Fig. 1: run 1, clock network drawn from the DEF
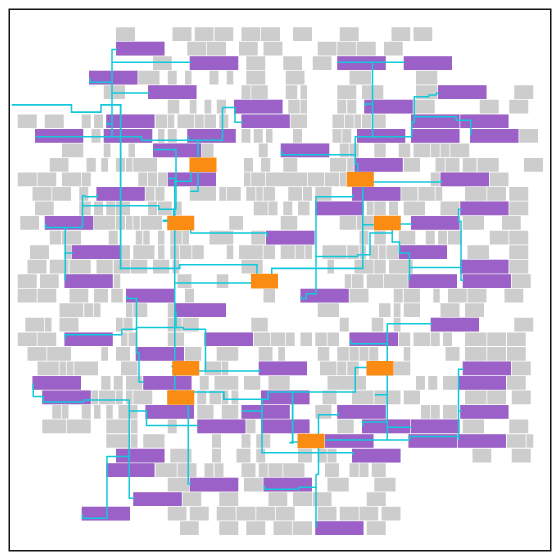
Fig. 2: run 1, placed cells, one color a class
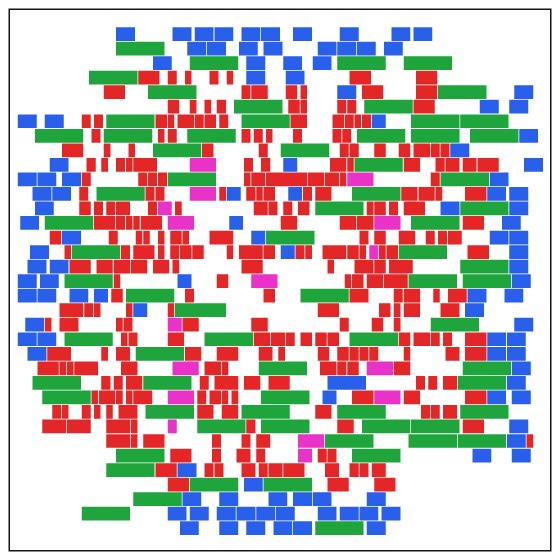
Fig. 3: run 1, clock routing
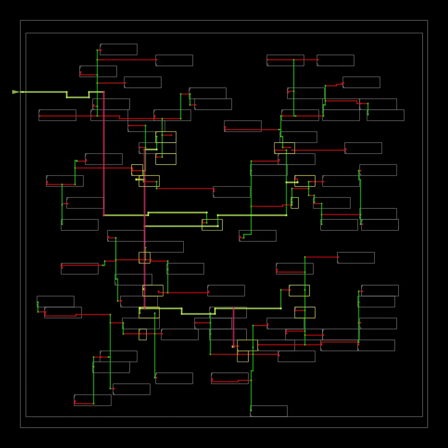
Fig. 4: run 1, sequential cells grouped by signal name
Scale bar: 20 um.
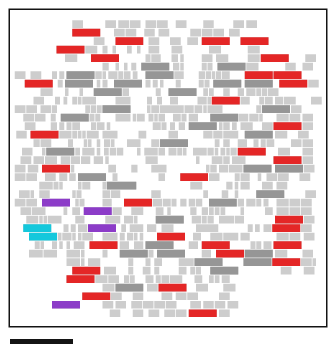
==> config.mk <==
export PLATFORM = sky130hd
export DESIGN_NAME = fetch_controller
export DESIGN_NICKNAME = d
export VERILOG_FILES = /design/src/rtl/fetch_ctrl_pkg.sv /design/src/rtl/fetch_ctrl_perf.sv /design/src/rtl/fetch_controller.sv
export SDC_FILE = /design/constraint.sdc
export NUM_CORES = 1
export LEC_CHECK = 0
export CAP_MARGIN = 20
export CORE_UTILIZATION = 40
export DETAILED_ROUTE_END_ITERATION = 10
export PLACE_DENSITY = 0.68
export SYNTH_ARGS = -nofsm -noshare
export SYNTH_HDL_FRONTEND = slang
export SYNTH_SLANG_ARGS = --single-unit
==> constraint.sdc <==
create_clock -name clk -period 4.9 [get_ports clk]
set_input_delay 0.98 -clock clk [delete_from_list [all_inputs] [get_ports clk]]
set_output_delay 0.98 -clock clk [all_outputs]
set_load 0.02 [all_outputs]
==> src/rtl/fetch_ctrl_pkg.sv <==
// Shared types and constants for the fetch sequencing controller.
// Optional perf counters are enabled with FETCH_PERF_CNT_EN.
package fetch_ctrl_pkg;

    typedef enum logic [1:0] {
        BOOT,
        RUN,
        DRAIN,
        JUMP
    } state_t;

    localparam logic [15:0] NOP_INSTR = 16'h4000;

    localparam int unsigned DEF_PC_W = 32;
    localparam int unsigned DEF_RESET_VECTOR = 32;
    localparam int unsigned DEF_INT_VECTOR = 0;
    localparam int unsigned DEF_DRAIN_CYCLES = 3;

endpackage

==> src/rtl/fetch_ctrl_perf.sv <==
// Saturating stall/flush cycle counters for the fetch controller.
// Instantiated only when FETCH_PERF_CNT_EN is defined.
module fetch_ctrl_perf (
    input  logic        clk,
    input  logic        reset,
    input  logic        i_stall_evt,
    input  logic        i_flush_evt,
    output logic [15:0] o_stall_cycles,
    output logic [15:0] o_flush_cycles
);

    logic [15:0] r_stall;
    logic [15:0] r_flush;

    always_ff @(posedge clk or posedge reset) begin
        if (reset) begin
            r_stall <= '0;
            r_flush <= '0;
        end else begin
            if (i_stall_evt && r_stall != 16'hFFFF)
                r_stall <= r_stall + 16'd1;
            if (i_flush_evt && r_flush != 16'hFFFF)
                r_flush <= r_flush + 16'd1;
        end
    end

    assign o_stall_cycles = r_stall;
    assign o_flush_cycles = r_flush;

endmodule

==> src/rtl/fetch_controller.sv <==
// Next-PC sequencing for the fetch stage: stall, redirect, interrupt entry.
// Define FETCH_PERF_CNT_EN to add stall_cycles/flush_cycles outputs.
module fetch_controller
    import fetch_ctrl_pkg::*;
#(
    parameter int unsigned PC_W         = DEF_PC_W,
    parameter int unsigned RESET_VECTOR = DEF_RESET_VECTOR,
    parameter int unsigned INT_VECTOR   = DEF_INT_VECTOR,
    parameter int unsigned DRAIN_CYCLES = DEF_DRAIN_CYCLES
) (
    input  logic            clk,
    input  logic            reset,
    input  logic            stall,
    input  logic            redirect,
    input  logic [PC_W-1:0] redirect_target,
    input  logic            int_req,
    output logic            int_ack,
    output logic [PC_W-1:0] saved_pc,
    output logic            saved_pc_valid,
    output logic            pc_enable,
    output logic            pc_write,
    output logic [PC_W-1:0] pc_write_back_value,
    output logic            clear_instruction
`ifdef FETCH_PERF_CNT_EN
    ,
    output logic [15:0]     stall_cycles,
    output logic [15:0]     flush_cycles
`endif
);

    localparam logic [PC_W-1:0] RV = PC_W'(RESET_VECTOR);
    localparam logic [PC_W-1:0] IV = PC_W'(INT_VECTOR);
    localparam logic [3:0] DRAIN_LOAD = 4'(DRAIN_CYCLES - 1);
    localparam bit DIRECT_JUMP = (DRAIN_CYCLES == 1);

    state_t          r_state;
    logic [3:0]      r_cnt;
    logic [PC_W-1:0] r_spc;
    logic [PC_W-1:0] r_saved;
    logic            r_pend;

    always_comb begin
        pc_enable           = 1'b0;
        pc_write            = 1'b0;
        pc_write_back_value = r_spc;
        clear_instruction   = 1'b1;
        int_ack             = 1'b0;
        saved_pc_valid      = 1'b0;
        unique case (r_state)
            BOOT: begin
            end
            RUN: begin
                pc_enable = 1'b1;
                if (redirect) begin
                    pc_write            = 1'b1;
                    pc_write_back_value = redirect_target;
                end else if (r_pend) begin
                    clear_instruction = 1'b1;
                end else if (stall) begin
                    clear_instruction = 1'b0;
                end else begin
                    pc_write            = 1'b1;
                    pc_write_back_value = r_spc + PC_W'(1);
                    clear_instruction   = 1'b0;
                end
            end
            DRAIN: begin
                pc_enable = 1'b1;
            end
            JUMP: begin
                pc_enable           = 1'b1;
                pc_write            = 1'b1;
                pc_write_back_value = IV;
                int_ack             = 1'b1;
                saved_pc_valid      = 1'b1;
            end
            default: begin
            end
        endcase
    end

    assign saved_pc = r_saved;

    // spc is frozen outside pc_write, so capturing it on JUMP entry is exact
    always_ff @(posedge clk or posedge reset) begin
        if (reset) begin
            r_state <= BOOT;
            r_cnt   <= '0;
            r_spc   <= RV;
            r_saved <= '0;
            r_pend  <= 1'b0;
        end else begin
            if (pc_write)
                r_spc <= pc_write_back_value;
            unique case (r_state)
                BOOT: begin
                    r_state <= RUN;
                    if (int_req)
                        r_pend <= 1'b1;
                end
                RUN: begin
                    if (int_req)
                        r_pend <= 1'b1;
                    if (!redirect && r_pend) begin
                        r_cnt <= DRAIN_LOAD;
                        if (DIRECT_JUMP) begin
                            r_state <= JUMP;
                            r_saved <= r_spc;
                        end else begin
                            r_state <= DRAIN;
                        end
                    end
                end
                DRAIN: begin
                    r_cnt <= r_cnt - 4'd1;
                    if (r_cnt <= 4'd1) begin
                        r_state <= JUMP;
                        r_saved <= r_spc;
                    end
                end
                JUMP: begin
                    r_pend  <= 1'b0;
                    r_state <= RUN;
                end
                default: r_state <= BOOT;
            endcase
        end
    end

`ifdef FETCH_PERF_CNT_EN
    logic w_stall_evt;
    logic w_flush_evt;

    assign w_stall_evt = (r_state == RUN) && stall && !redirect;
    assign w_flush_evt = clear_instruction && (r_state != BOOT);

    fetch_ctrl_perf u_perf (
        .clk            (clk),
        .reset          (reset),
        .i_stall_evt    (w_stall_evt),
        .i_flush_evt    (w_flush_evt),
        .o_stall_cycles (stall_cycles),
        .o_flush_cycles (flush_cycles)
    );
`endif

endmodule

==> summary.txt, run 1 <==
fin area - 0.00532 sq mm
die area - 0.0102 sq mm
CTS H-tree lvls - 3
number of enable flip-flop cells - 0
status - finished clean
largest net degree at the start of global routing - 38
CP startpoint kind - input pin
worst setup margin - 0.195 ns
Hold EP - saved_pc[6]
Hold Fails Final Rpt - 0
FF-to-FF path depth - 9
Synth Area in XOR/XNOR - 0.0290
total I/O pin count - 106
worst slew pin tran - 0.821 ns
pre-CTS setup slack - 0.216 ns
Area after DPL - 0.00513 sq mm
RSZ-0062 raised after global routing - no
vias in the first global route - 3,412
RR Startpoint - r_state[1]
Util after Layout - 0.567
ao+oa area frac - 0.199
cts hold-fix bufs - 0
Synth Cell Area - 0.00393 sq mm
Via density - 5.50
Filler Cell Count - 848
WHS - 0.494 ns
most frequent cells in the layout - clkdlybuf4s50_1 (105), dfrtp_1 (70), o21ai_0 (59), nand2_1 (34), mux2_2 (31)
fmax - 213 MHz
Initial DRT Pass Iterations - 5
Met1 Wirelength - 4.68 mm
grt ovf - 0
Final #Nets - 546
CTS root buf - clkbuf_8
n_diodes - 0
DRT antenna net count - 0
clk buf depth - 2
core area - 0.00937 sq mm
Syn Inst Count - 398
site row count - 35
DRC viols - 0
period utilization - 0.960
metal2 WL - 5.28 mm
DR WL met3 - 525 um
I/O Buffers - 105
Most common reg cell - dfrtp_1
number of nets at floorplan - 443
simple share - 0.157
WL/cell - 16.7 um
die width - 101 um
clock-pin slew on the worst setup and hold paths - 0.08 ns
# resized after CTS - 0
Pre-Place Util - 0.419
first-pass GRT wire length - 17.1 mm
Commonest Layout Cell - clkdlybuf4s50_1
Routed WL - 10.6 mm
Synth Register Bits - 71
MUX area fraction - 0.0991
setup TNS - 0 ns
Yosys chip area - 0.00393 sq mm
tool warnings - 31
Back to the opening pictures, Fig. 1:
Cyan marks clock wires, length 962 um. Purple marks flip-flops, count 71. Orange marks cells driving clock nets, count 9.
Position of the flops: spread over the die.
Max Clock Skew: 0.00674 ns
clk latency late pin: 0.35 ns

Back to the opening pictures, Fig. 2:
Blue marks other buffers and delay cells, cells 117. Magenta marks clock drivers and dummy loads, cells 16. Green marks flops, cells 71. Red marks all other logic, cells 302.

Back to the opening pictures, Fig. 3:
CTS sink cnt: 71
flip-flops: 71
Num CTS Buffers: 9

Back to the opening pictures, Fig. 4:
Purple marks r_cnt, sequential cells 4. Red marks saved_pc, sequential cells 32, where spread over the die. Cyan marks r_state, sequential cells 2.
Another 33 sequential cells are not colored.

run 1: sequential cells by signal (all words and copies together), names as in the netlist:
signal / flops
r_spc: 32
r_pend: 1
r_state: 2
r_cnt: 4
saved_pc: 32
run 1: critical path: stages:
cell and delay, ns:
clkdlybuf4s50_1 0.49, or3b_4 0.42, nor4_2 0.26, buf_4 0.24, and2_1 0.20, nand2_1 0.08, o311ai_0 0.37, clkdlybuf4s50_1 0.68
run 1: area by class of cell:
| type | instances | area (sq um) | area share |
|---|---|---|---|
| inverters | 11 | 41.3 | 0.00777 |
| repair buffers | 117 | 1150 | 0.217 |
| well taps | 129 | 161 | 0.0304 |
| flip-flops and latches | 71 | 1780 | 0.334 |
| clock buffers | 11 | 151 | 0.0285 |
| clock inverters | 5 | 32.5 | 0.00612 |
| multi-input cells | 291 | 2000 | 0.376 |
run 1: cell usage after synthesis (all sizes together), types with 7 or more instances:
cell type / instances / area share
mux2: 31 / 0.089
clkbuf: 21 / 0.020
nor2: 19 / 0.018
nand4: 14 / 0.028
dfrtp: 70 / 0.45
a21oi: 11 / 0.014
a22o: 9 / 0.020
a22oi: 15 / 0.029
inv: 11 / 0.011
nor4: 7 / 0.019
ha: 8 / 0.026
xor2: 9 / 0.020
o21ai: 63 / 0.080
nand3: 9 / 0.011
nand2: 34 / 0.033
run 1: cell families (layout without fill, tap and decap cells):
kind of cell,after synthesis,in the layout
xor gates and xnor gates,13,13
adders and majority gates,8,8
muxes,35,35
and+or+nand+nor,109,109
AOI/OAI and AO/OA,126,126
DFF,71,71
buffers and inverters,36,144
--- run 2 (diff from run 1) ---
--- a/config.mk
+++ b/config.mk
@@ -5,6 +5,7 @@
 export SDC_FILE = /design/constraint.sdc
 export NUM_CORES = 1
 export LEC_CHECK = 0
+export ABC_CLOCK_PERIOD_IN_PS = 4900
 export CAP_MARGIN = 20
 export CORE_UTILIZATION = 40
 export DETAILED_ROUTE_END_ITERATION = 10
==> constraint.sdc (replaced) <==
create_clock -name clk -period 4.9 [get_ports clk]
set_input_delay 0.98 -clock clk [delete_from_list [all_inputs] [get_ports clk]]
set_output_delay 0.98 -clock clk [all_outputs]
set_load 0.1 [all_outputs]
==> run 2 against run 1 <==
Effect of this change:
- critical path depth did not move
- register-to-register slack got worse by 0.29 ns
- fmax rose by 8.1%
- core utilization grew 3.2 points
- non-clock buffer count down 5
- global-route usage is 0.35 points higher
- critical endpoint unchanged
==> summary.txt, run 2 <==
clk buf depth - 2
cell taking the most area after synthesis - dfrtp_1
Area contributors post-synth - dfrtp_1 (45%), mux2_2 (8.9%), o21ai_0 (7.5%)
die width - 101 um
period utilization - 0.888
CTS root buf - clkbuf_8
Most common reg cell - dfrtp_1
grt ovf - 0
Yosys chip area - 0.00393 sq mm
total I/O pin count - 106
Met1 Wirelength - 4.76 mm
Area leader share - 0.446
CP cell instances - clkdlybuf4s50_1 > or3b_4 > nor4_2 > buf_4 > and2_1 > nand2_1 > o311ai_1 > buf_12
WL/cell - 17.1 um
first-pass GRT wire length - 17.5 mm
die area - 0.0102 sq mm
setup TNS - 0 ns
Commonest Layout Cell - clkdlybuf4s50_1
Area after DPL - 0.00541 sq mm
number of enable flip-flop cells - 0
fmax - 230 MHz
largest net degree at the start of global routing - 45
CTS sink cnt - 71
worst slew pin tran - 1.02 ns
most frequent cells in the layout - clkdlybuf4s50_1 (71), dfrtp_1 (70), o21ai_0 (40), nand2_1 (34), buf_12 (32)
most frequent cell after synthesis - dfrtp_1
Syn Inst Count - 398
Routed WL - 10.8 mm
clk latency late pin - 0.35 ns
CTS H-tree lvls - 3
Initial DRT Pass Iterations - 5
# resized after CTS - 0
status - finished clean
Hold Fails Final Rpt - 0
clock-pin slew on the worst setup and hold paths - 0.07 ns
site row count - 35
FF-to-FF path depth - 7
Num CTS Buffers - 9
Synth Cell Area - 0.00393 sq mm
n_diodes - 0
Crit-path slowest cell - clkdlybuf4s50_1
cts hold-fix bufs - 0
I/O Buffers - 105
Pre-Place Util - 0.419
Util after Layout - 0.599
Via density - 5.67
Final #Nets - 541
vias in the first global route - 3,478
number of nets at floorplan - 443
slowest stage delay, CP - 0.49 ns
metal2 WL - 5.44 mm
RSZ-0062 raised after global routing - no
DRT antenna net count - 0
DRC viols - 0
-- run 2: netlist changes by cell type in the layout (fill, tap and decap cells not counted), sizes merged --
cell,previous run,this run
bufinv,0,2
clkinvlp,3,0
buf,12,41
clkdlybuf4s50,105,71
-- run 2: worst max-delay path, delay by kind of cell --
family / cells / cell delay (ns)
buffers and inverters: 3 / 0.97
AND-OR/OR-AND: 1 / 0.45
AND/OR/NAND/NOR: 4 / 0.97
-- run 2: kinds of logic (layout without fill, tap and decap cells) --
logic type / Yosys count / after routing / share of synthesized area
buffers and inverters: 36 / 138 / 0.0379
flip-flops: 71 / 71 / 0.453
XOR/XNOR: 13 / 13 / 0.0290
AND-OR/OR-AND: 126 / 126 / 0.199
multiplexers: 35 / 35 / 0.0991
adder cells (fa/ha/maj): 8 / 8 / 0.0255
AND/OR/NAND/NOR: 109 / 109 / 0.157
-- run 2: routing by layer --
layer,GRT usage,up-vias
met5,0,-
met3,0.0298,12
met4,0.0836,0
met2,0.368,117
met1,0.294,1764
li1,-,1672
-- run 2: path summary, 6_finish.rpt --
kind | from | slack [ns] | to
worst max-delay path | stall | 0.55 | pc_write_back_value[22]
worst min-delay path | saved_pc[6] | 0.49 | saved_pc[6]
worst max register to register | r_state[1] | 2.27 | r_spc[21]
worst min register to register | saved_pc[6] | 0.49 | saved_pc[6]
max in group asynchronous | reset | 2.78 | r_spc[5]
min in group asynchronous | reset | 1.15 | saved_pc[28]
-- run 2: area by class of cell --
class	instances	area [sq um]
Clock inverter	4	70.1
Fill cell	805	3750
Clock buffer	11	141
Inverter	11	41.3
Tap cell	129	161
Timing Repair Buffer	112	1420
Multi-Input combinational cell	291	2010
Sequential cell	71	1780
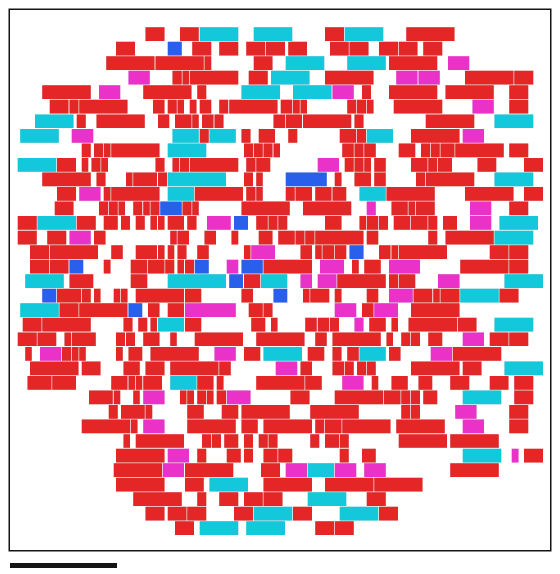
Fig. 5. Sizing map (run 2).
Scale bar: 20 um.
Cyan marks drive 6 and up, cells 44, share 8.8%. Magenta marks drive 2, cells 45, share 9.0%. Red marks drive 1 or less, cells 399, share 80%. Blue marks drive 3 to 4, cells 12, share 2.4%.
fin area: 0.00562 sq mm
worst setup margin: 0.548 ns
Area Growth Syn to Fin: 43.1%

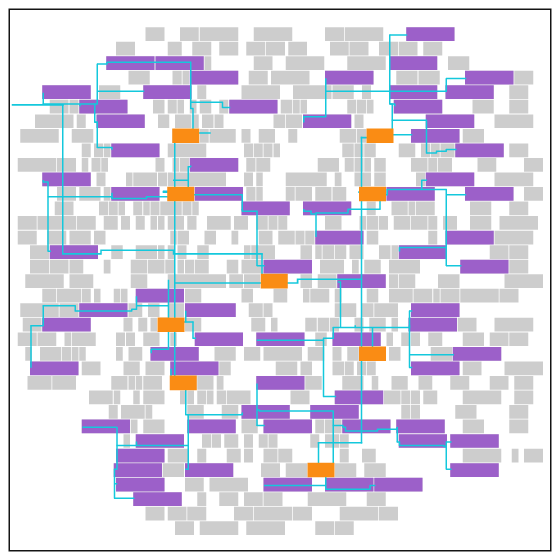
Fig. 6. Clock network drawn from the DEF (run 2).
Orange marks cells driving clock nets, count 9. Cyan marks clock wires, length 890 um. Purple marks flip-flops, count 71.
Position of the flops: spread over the die. There are 10 routed clock nets.
Max Clock Skew: 0.00471 ns

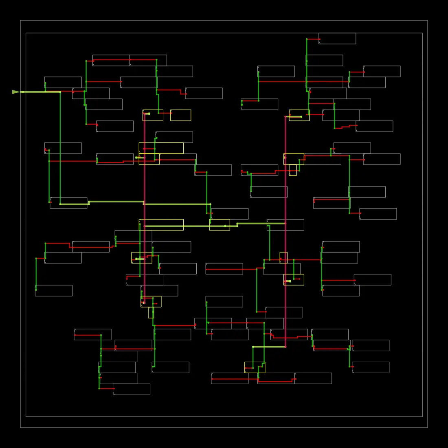
Fig. 7. Clock routing (run 2).
clock buf count: 11

